run_1/drive_strength.png
Drawn at 4 px/um.
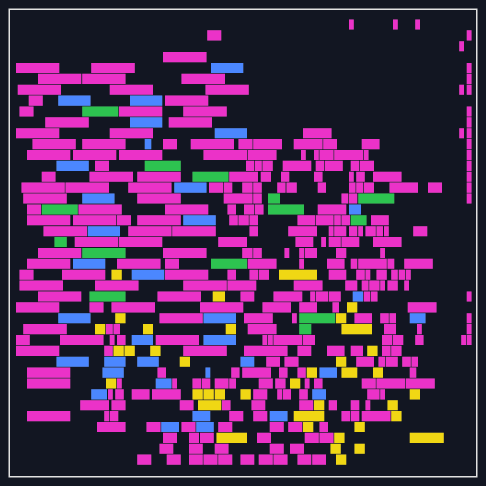
run_1/met3.png
Drawn at 4 px/um.
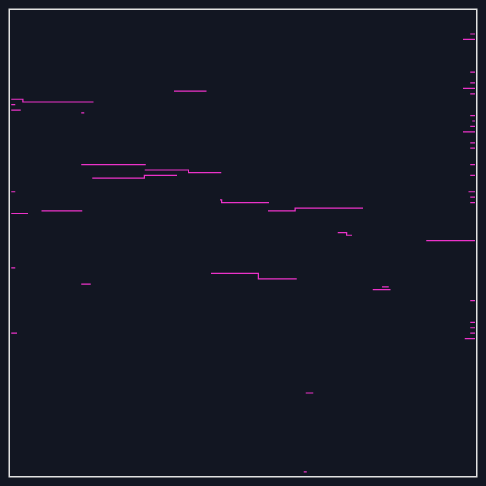
run_1/final_clocks.png
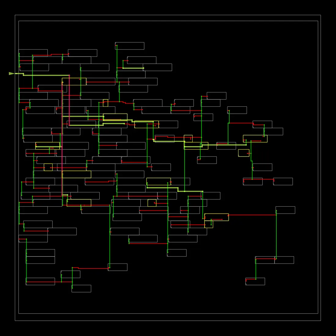
File: src/rtl/mmio_uart_tx.sv
// Memory-mapped 8N1 UART transmitter: stores to TXDATA queue bytes in a small FIFO,
// loads from STATUS return fifo/FSM/overflow state. Window is two words at BASE_ADDR.
module mmio_uart_tx #(
  parameter int          CLKS_PER_BIT = 16,
  parameter int          FIFO_DEPTH   = 8,
  parameter logic [31:0] BASE_ADDR    = 32'h1000_0000
) (
  input  logic        clk,
  input  logic        reset,
  input  logic [31:0] mem_addr,
  input  logic [31:0] mem_wdata,
  input  logic        mem_we,
  input  logic        mem_re,
  output logic [31:0] mem_rdata,
  output logic        tx,
  output logic        busy
);

  localparam int PW = $clog2(FIFO_DEPTH);
  localparam int CW = PW + 1;
  localparam int BW = $clog2(CLKS_PER_BIT);

  localparam logic [29:0]   TXDATA_WORD = BASE_ADDR[31:2];
  localparam logic [29:0]   STATUS_WORD = BASE_ADDR[31:2] + 30'd1;
  localparam logic [BW-1:0] BAUD_LAST   = BW'(CLKS_PER_BIT - 1);
  localparam logic [CW-1:0] DEPTH_C     = CW'(FIFO_DEPTH);

  typedef enum logic [1:0] {IDLE, START, DATA, STOP} state_t;

  logic [7:0]    fifo_mem [FIFO_DEPTH];
  logic [PW-1:0] wr_ptr_reg, rd_ptr_reg;
  logic [CW-1:0] count_reg, count_next;
  logic          overflow_reg;

  state_t        state_reg, state_next;
  logic [BW-1:0] baud_reg, baud_next;
  logic [2:0]    bit_reg, bit_next;
  logic [7:0]    shift_reg, shift_next;
  logic          tx_reg, tx_next;

  logic          hit_txdata, hit_status;
  logic          push_req, push, pop;
  logic          fifo_full, fifo_empty, ovf_clear, baud_done;
  logic [31:0]   status;
  logic          unused_bits;

  assign hit_txdata = (mem_addr[31:2] == TXDATA_WORD);
  assign hit_status = (mem_addr[31:2] == STATUS_WORD);
  assign fifo_full  = (count_reg == DEPTH_C);
  assign fifo_empty = (count_reg == '0);

  // Fullness is judged on the pre-edge count, so a same-cycle pop never rescues a push.
  assign push_req  = mem_we & hit_txdata;
  assign push      = push_req & ~fifo_full;
  assign ovf_clear = mem_we & hit_status & mem_wdata[3];

  assign unused_bits = ^{mem_addr[1:0], mem_wdata[31:8]};

  always_ff @(posedge clk) begin
    if (push) begin
      fifo_mem[wr_ptr_reg] <= mem_wdata[7:0];
    end
  end

  always_comb begin
    count_next = count_reg;
    case ({push, pop})
      2'b10:   count_next = count_reg + CW'(1);
      2'b01:   count_next = count_reg - CW'(1);
      default: count_next = count_reg;
    endcase
  end

  always_ff @(posedge clk) begin
    if (reset) begin
      wr_ptr_reg   <= '0;
      rd_ptr_reg   <= '0;
      count_reg    <= '0;
      overflow_reg <= 1'b0;
    end else begin
      if (push) wr_ptr_reg <= wr_ptr_reg + PW'(1);
      if (pop)  rd_ptr_reg <= rd_ptr_reg + PW'(1);
      count_reg <= count_next;
      // A new overflow wins over a same-cycle clear.
      if (push_req && fifo_full) begin
        overflow_reg <= 1'b1;
      end else if (ovf_clear) begin
        overflow_reg <= 1'b0;
      end
    end
  end

  assign baud_done = (baud_reg == BAUD_LAST);

  always_comb begin
    state_next = state_reg;
    baud_next  = baud_reg;
    bit_next   = bit_reg;
    shift_next = shift_reg;
    pop        = 1'b0;
    case (state_reg)
      IDLE: begin
        if (!fifo_empty) begin
          pop        = 1'b1;
          shift_next = fifo_mem[rd_ptr_reg];
          baud_next  = '0;
          state_next = START;
        end
      end
      START: begin
        if (baud_done) begin
          baud_next  = '0;
          bit_next   = '0;
          state_next = DATA;
        end else begin
          baud_next = baud_reg + BW'(1);
        end
      end
      DATA: begin
        if (baud_done) begin
          baud_next  = '0;
          shift_next = {1'b0, shift_reg[7:1]};
          if (bit_reg == 3'd7) begin
            state_next = STOP;
          end else begin
            bit_next = bit_reg + 3'd1;
          end
        end else begin
          baud_next = baud_reg + BW'(1);
        end
      end
      STOP: begin
        if (baud_done) begin
          baud_next = '0;
          // Chain straight into the next start bit when more bytes are queued.
          if (!fifo_empty) begin
            pop        = 1'b1;
            shift_next = fifo_mem[rd_ptr_reg];
            state_next = START;
          end else begin
            state_next = IDLE;
          end
        end else begin
          baud_next = baud_reg + BW'(1);
        end
      end
      default: state_next = IDLE;
    endcase
  end

  always_comb begin
    tx_next = 1'b1;
    case (state_reg)
      START:   tx_next = 1'b0;
      DATA:    tx_next = shift_reg[0];
      default: tx_next = 1'b1;
    endcase
  end

  always_ff @(posedge clk) begin
    if (reset) begin
      state_reg <= IDLE;
      baud_reg  <= '0;
      bit_reg   <= '0;
      shift_reg <= '0;
      tx_reg    <= 1'b1;
    end else begin
      state_reg <= state_next;
      baud_reg  <= baud_next;
      bit_reg   <= bit_next;
      shift_reg <= shift_next;
      tx_reg    <= tx_next;
    end
  end

  always_comb begin
    status          = '0;
    status[0]       = fifo_full;
    status[1]       = fifo_empty;
    status[2]       = (state_reg != IDLE);
    status[3]       = overflow_reg;
    status[8 +: CW] = count_reg;
  end

  assign mem_rdata = (mem_re && hit_status) ? status : 32'h0;
  assign tx        = tx_reg;
  assign busy      = !fifo_empty || (state_reg != IDLE);

endmodule

File: config.mk
export PLATFORM = sky130hd
export DESIGN_NAME = mmio_uart_tx
export DESIGN_NICKNAME = d
export VERILOG_FILES = /design/src/rtl/mmio_uart_tx.sv
export SDC_FILE = /design/constraint.sdc
export NUM_CORES = 1
export LEC_CHECK = 0
export CAP_MARGIN = 20
export CORE_UTILIZATION = 35
export DETAILED_ROUTE_END_ITERATION = 6
export GPL_ROUTABILITY_DRIVEN = 1
export MAX_ROUTING_LAYER = met4
export PLACE_DENSITY = 0.58
export SLEW_MARGIN = 20
export SYNTH_ARGS = -nofsm -noshare
export SYNTH_HDL_FRONTEND = slang
export SYNTH_SLANG_ARGS = --single-unit
export TNS_END_PERCENT = 30
File: constraint.sdc
create_clock -name clk -period 2.8 [get_ports clk]
set_input_delay 0.42 -clock clk [delete_from_list [all_inputs] [get_ports clk]]
set_output_delay 0.42 -clock clk [all_outputs]
set_load 0.03 [all_outputs]
==> flow_summary.yaml, run 1 <==
# generated from flow reports
sta:
  slew_headroom: 0.444
  max_freq_mhz: 375
  hold_slack_ps: 505
  fin_crit_ps: 2670
  finalHoldViolations: 0
  tightest_slew_ps: 833
  slew_viol_final: 0
finish:
  comb_area_um2: 1830
  final_area_um2: 5610
  drive_above_1_share: 0.214
  largest_register_ffs: 64
  fillCellCount: 1179
  areaGrowthSynthToFinish_pct: 22.2
  final_layout_top_logic_cell: "edfxtp_1"
power:
  p_leak_nw: 1.91
  seq-power_mw: 1.52
  p_int_mw: 2.34
  p_comb_mw: 0.301
  top_power_group: "registers"
  p_clk_frac: 0.410
  seqPwrFrac: 0.493
  netSwitchingPower_mw: 0.750
setup_path:
  arrival_ps: 2940
  critPathMaxStageDelay_ps: 450
  critPathCaptureType: "register"
  critical_path_class: "in2reg"
  critPathLaunchType: "primary input"
  worstSetupPathDepth: 12
  cp_cell_sequence: "clkdlybuf4s50_1 > nor4_4 > nand4_1 > nor3_4 > inv_2 > ha_1 > xor2_1 > ha_1 > a21oi_1 > xor2_1 > or3_1 > a21oi_1"
  ff2ff_path_depth: 11
  critPathSlowestCell: "clkdlybuf4s50_1"
floorplan:
  coreArea_um2: 12700
  boundaryPins: 102
  die_y_um: 116
  std_cell_rows: 41
place:
  preCtsSetupSlack_ps: -239
routing:
  detail-route-antenna-nets: 0
  wl_per_cell_um: 15.1
  first_pass_iters: 4
  drc: 0
  drtIter0Drc: 85
min_path:
  hold_class: "reg2reg"
synthesis:
  mux_share: 0.116
  top_area_frac: 0.419
  top_cells_by_count: "edfxtp_1 (64), dfxtp_1 (32), buf_4 (24)"
  synth-edff-count: 64
  aoi_share: 0.0654
  ys_chip_area_um2: 4590
  ys_sh_adder: 0.0382
  yosysSeqAreaShare: 0.558
  topCellsByArea: "edfxtp_1 (42%), dfxtp_1 (14%), mux4_2 (7.9%)"
clocking:
  cts_root_buffer: "clkbuf_16"
  h-tree-depth: 3
  tritoncts: "built"
  cts_setup_buffers: 0
grt:
  grt_pass1_wl_mm: 14.0
  grt_pass1_vias: 2722
  grt_max_degree: 25
  grt_overflow_total: 0
  grt.total_usage: 0.143
outcome:
  status: "complete, no violations"
About drive_strength.png:
color	size	cells	share
green	drive 6 and up	14	3.4%
yellow	drive 3 to 4	39	9.6%
magenta	drive 1 or less	319	79%
blue	drive 2	34	8.4%

About met3.png:
wire length on this layer	216 um
share of all routed wire	2.5%
met3 usage: 0.0296
Routed WL: 8.75 mm
routed via count: 2789

About final_clocks.png:
Latency at later pin: 350 ps
skew final: 13.8 ps
clk pwr: 1.27 mW
Inserted Clock Buffers: 9
CTS Sinks: 96

run 1: final cells by class:
type	count	share of cell area
Clock inverter	7	0.0145
Sequential cell	96	0.457
Multi-Input combinational cell	213	0.327
Inverter	7	0.00469
Tap cell	172	0.0384
Clock buffer	9	0.0402
Timing Repair Buffer	74	0.118
run 1: per-layer routing:
metal	share of wire	wire length, um	track usage
met4	0.0093	81	0.0462
met3	0.025	215	0.0296
met1	0.47	4110	0.177
met2	0.50	4340	0.235
met5	0	0	-
run 1: final timing paths:
| path | start | to | slack [ps] |
|---|---|---|---|
| max reg2reg | count_reg[3] | count_reg[2] | 430 |
| min reg2reg | baud_reg[1] | baud_reg[1] | 510 |
| max | mem_addr[14] | count_reg[2] | 130 |
| min | baud_reg[1] | baud_reg[1] | 510 |
==> run 2, diff against run 1 <==
Settings changed: CELL_PAD_IN_SITES_DETAIL_PLACEMENT set to 1, CELL_PAD_IN_SITES_GLOBAL_PLACEMENT set to 1, GPL_TIMING_DRIVEN set to 0, PLACE_DENSITY 0.58 to 0.69.
run_2/final_clocks.png
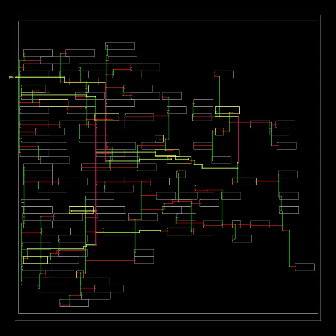
skew final: 6.03 ps
clock buffer count: 9

==> run 2 against run 1 <==
Hold slack got worse by 120 ps. Register-to-register slack got worse by 240 ps. Global-route usage increased by 3.2 points. Routed wire length increased by 18%. Die area unchanged. Flip-flop count unchanged. Via count increased by 4.1%. Synthesized cell count unchanged. Non-clock buffer count increased by 24. Cell area increased by 4.6%.
==> flow_summary.yaml, run 2 <==
# generated from flow reports
synthesis:
  ys_chip_area_um2: 4590
  aoi_share: 0.0654
  ys_sh_adder: 0.0382
  yosysSeqAreaShare: 0.558
  top_cells_by_count: "edfxtp_1 (64), dfxtp_1 (32), buf_4 (24)"
  mux_share: 0.116
  topCellsByArea: "edfxtp_1 (42%), dfxtp_1 (14%), mux4_2 (7.9%)"
  ys_cells: 331
  top_area_frac: 0.419
clocking:
  clk_pin_slew_ps: 70
  clkSinkCount: 96
  cts_setup_buffers: 3
  h-tree-depth: 3
  cts_made_buffers: 9
  tritoncts: "built"
setup_path:
  worstSetupPathDepth: 13
  cp_cell_sequence: "clkdlybuf4s50_1 > nor4_4 > nand4_2 > buf_6 > nor3_4 > clkinv_4 > ha_2 > xor2_1 > ha_1 > a21oi_2 > xor2_1 > or3_1 > a21oi_1"
  critPathLaunchType: "primary input"
  critPathCaptureType: "register"
  path_delay_family: "simple AND/OR/NAND/NOR gates"
  crit_end: "count_reg[2]"
  critical_path_class: "in2reg"
  ff2ff_path_depth: 10
  r2r_end: "count_reg[2]"
  arrival_ps: 2940
  critPathMaxStageDelay_ps: 440
  r2r-start: "state_reg[1]"
finish:
  clk_share: 0.0515
  buf_share: 0.142
  final_layout_top_logic_cell: "edfxtp_1"
  comb_area_um2: 1920
  comb_share: 0.327
  n_all_buffers: 98
  areaGrowthSynthToFinish_pct: 27.7
  seq_cells: 96
  final_area_um2: 5860
  drive_above_1_share: 0.249
  largestClassByArea: "registers"
  seq_share: 0.437
  fillCellCount: 1348
  inverters_excl_clock: 7
  largest_register_ffs: 64
grt:
  grt.total_usage: 0.176
  grt_pass1_vias: 3085
  grt_max_degree: 18
  grt_pass1_wl_mm: 16.7
  grt_overflow_total: 0
sta:
  finalHoldViolations: 0
  slew_viol_final: 0
  slew_headroom: 0.491
  max_freq_mhz: 377
  tightest_slew_ps: 760
routing:
  drc: 0
  drtIter0Drc: 115
  wl_per_cell_um: 17.2
  first_pass_iters: 4
  vias: 2902
  detail-route-antenna-nets: 0
floorplan:
  tap_cells: 172
  die_y_um: 116
  std_cell_rows: 41
  boundaryPins: 102
power:
  seqPwrFrac: 0.489
  netSwitchingPower_mw: 0.759
  p_int_mw: 2.36
  p_clk_frac: 0.402
place:
  preCtsSetupSlack_ps: -600
min_path:
  min_to: "wr_ptr_reg[1]"
  hold_class: "in2reg"
  min_from: "reset"
outcome:
  status: "complete, no violations"
[run 2: cell counts after synthesis]
Identical to the previous run, type by type.
[run 2: power groups by stage]
| stage | registers [mW] | clock network, mW | logic, mW |
|---|---|---|---|
| 2_1_floorplan | 1.56 | 0 | 0.201 |
| 6_report | 1.53 | 1.25 | 0.339 |
| 3_3_place_gp | 1.56 | 0 | 0.324 |
| 3_5_place_dp | 1.56 | 0 | 0.334 |
| 5_1_grt | 1.53 | 1.35 | 0.371 |
| 4_1_cts | 1.52 | 1.30 | 0.338 |
[run 2: routing by layer]
metal | vias up | GRT usage | share of wire
li1 | 1416 | - | -
met1 | 1428 | 0.202 | 0.44
met2 | 47 | 0.297 | 0.51
met3 | 11 | 0.0488 | 0.034
met4 | 0 | 0.0530 | 0.0099
met5 | - | - | 0
==> run 3, diff against run 2 <==
Settings changed: CTS_CLUSTER_SIZE set to 10, SLEW_MARGIN 20 to not set.
run_3/wire_density.png
Drawn at 3 px/um. The die is cut into 23 by 23 equal tiles; black is low, pale yellow is high, scaled to the fullest tile. Values are wire area over tile area, all layers added.
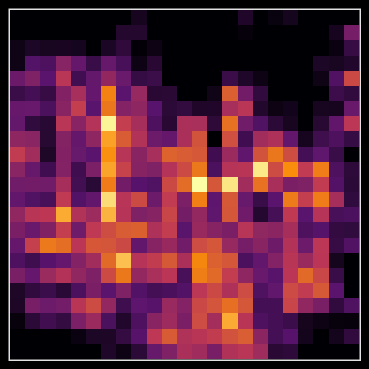
emptiest ninth of the die	north-east
tiles over half the peak	18%
nearly empty tiles	18%

==> run 3 against run 2 <==
The flow now finishes with violations (setup timing). Critical path depth is 1 lower. Clock skew rose by 2.4 ps. Critical path type unchanged. Fmax fell by 6.0%. Routed wire length rose by 1.0%. Highest routed layer unchanged. Core utilization down 0.50 points. Largest cell class unchanged. Combinational power hardly changed. Count of clock-buffer cells in the layout is the same. Sequential share of layout area up 0.48 points. Total power down 2.0%. Cell area fell by 1.1%. First-iteration DRC count is 30% higher.
==> flow_summary.yaml, run 3 <==
# generated from flow reports
outcome:
  violations: "setup timing"
  status: "complete, but fails checks"
finish:
  comb_share: 0.326
  drive_above_1_share: 0.249
  clk_share: 0.0486
  fillCellCount: 1347
  final_layout_top_logic_cell: "edfxtp_1"
  areaGrowthSynthToFinish_pct: 26.3
  final_area_um2: 5800
  n_all_buffers: 99
  num-clock-buffers: 9
  inverters_excl_clock: 7
  seq_share: 0.442
  multi_input_comb_cells: 213
  largestClassByArea: "registers"
  seq_cells: 96
floorplan:
  coreArea_um2: 12700
  std_cell_rows: 41
  boundaryPins: 102
  tap_cells: 172
  die_y_um: 116
sta:
  finalClockSkew_ps: 8.43
  tightest_slew_ps: 918
  fin_crit_ps: 2820
  fin_ws_ps: -24.6
  slew_viol_final: 0
  finalHoldViolations: 0
  hold_slack_ps: 401
  max_freq_mhz: 354
  finalSetupViolations: 1
routing:
  dr_wl_met3_um: 351
  wirelength_mm: 10.4
  routed-wl-met2_mm: 5.61
  routed.top_layer: "met4"
  detail-route-antenna-nets: 0
  drc: 0
  vias: 2922
  drtIter0Drc: 150
  m1WireLength_mm: 4.39
  first_pass_iters: 4
  wl_per_cell_um: 17.4
grt:
  grt.met3_usage: 0.0332
  grt_pass1_vias: 3017
  grt_max_degree: 16
  grt_pass1_wl_mm: 16.1
  busiest_layer: "met2"
  grt.met1_usage: 0.188
setup_path:
  critPathSlowestCell: "clkdlybuf4s50_1"
  path_delay_family: "simple AND/OR/NAND/NOR gates"
  worstSetupPathDepth: 12
  critPathLaunchType: "primary input"
  critical_path_class: "in2reg"
  ff2ff_path_depth: 11
  critPathMaxStageDelay_ps: 450
  critPathCaptureType: "register"
clocking:
  cts_max_path_buffers: 2
  cts_setup_buffers: 0
  tritoncts: "built"
  cts_made_buffers: 9
  h-tree-depth: 3
  clkSinkCount: 96
  cts_root_buffer: "clkbuf_16"
place:
  preCtsSetupSlack_ps: -562
synthesis:
  ys_sh_adder: 0.0382
  yosysWarningCount: 0
  top_area_frac: 0.419
  aoi_share: 0.0654
  mux_share: 0.116
  yosysSeqAreaShare: 0.558
  synth-edff-count: 64
  ys_chip_area_um2: 4590
min_path:
  hold_class: "in2reg"
run 3: netlist changes by cell type in the layout (fill, tap and decap cells not counted), moves of 2 or more:
cell	previous run	this run
nor4b_4	5	1
nor4b_2	0	4
clkinv_4	2	0
buf_4	32	35
run 3: where the power goes:
part           switching (mW)  total, mW  internal [mW]
clock                   0.504       1.19          0.684
sequential            0.00807       1.53           1.52
combinational           0.200      0.342          0.142
total                   0.712       3.05           2.34
run 3: worst paths after layout:
path,from,to,slack (ps)
setup / recovery,mem_addr[9],count_reg[2],-20
hold / removal,reset,wr_ptr_reg[1],400
setup reg to reg,count_reg[2],count_reg[2],170
hold reg to reg,baud_reg[1],baud_reg[1],480
Power figures rest on the tool's default switching activity, not on a simulated workload.
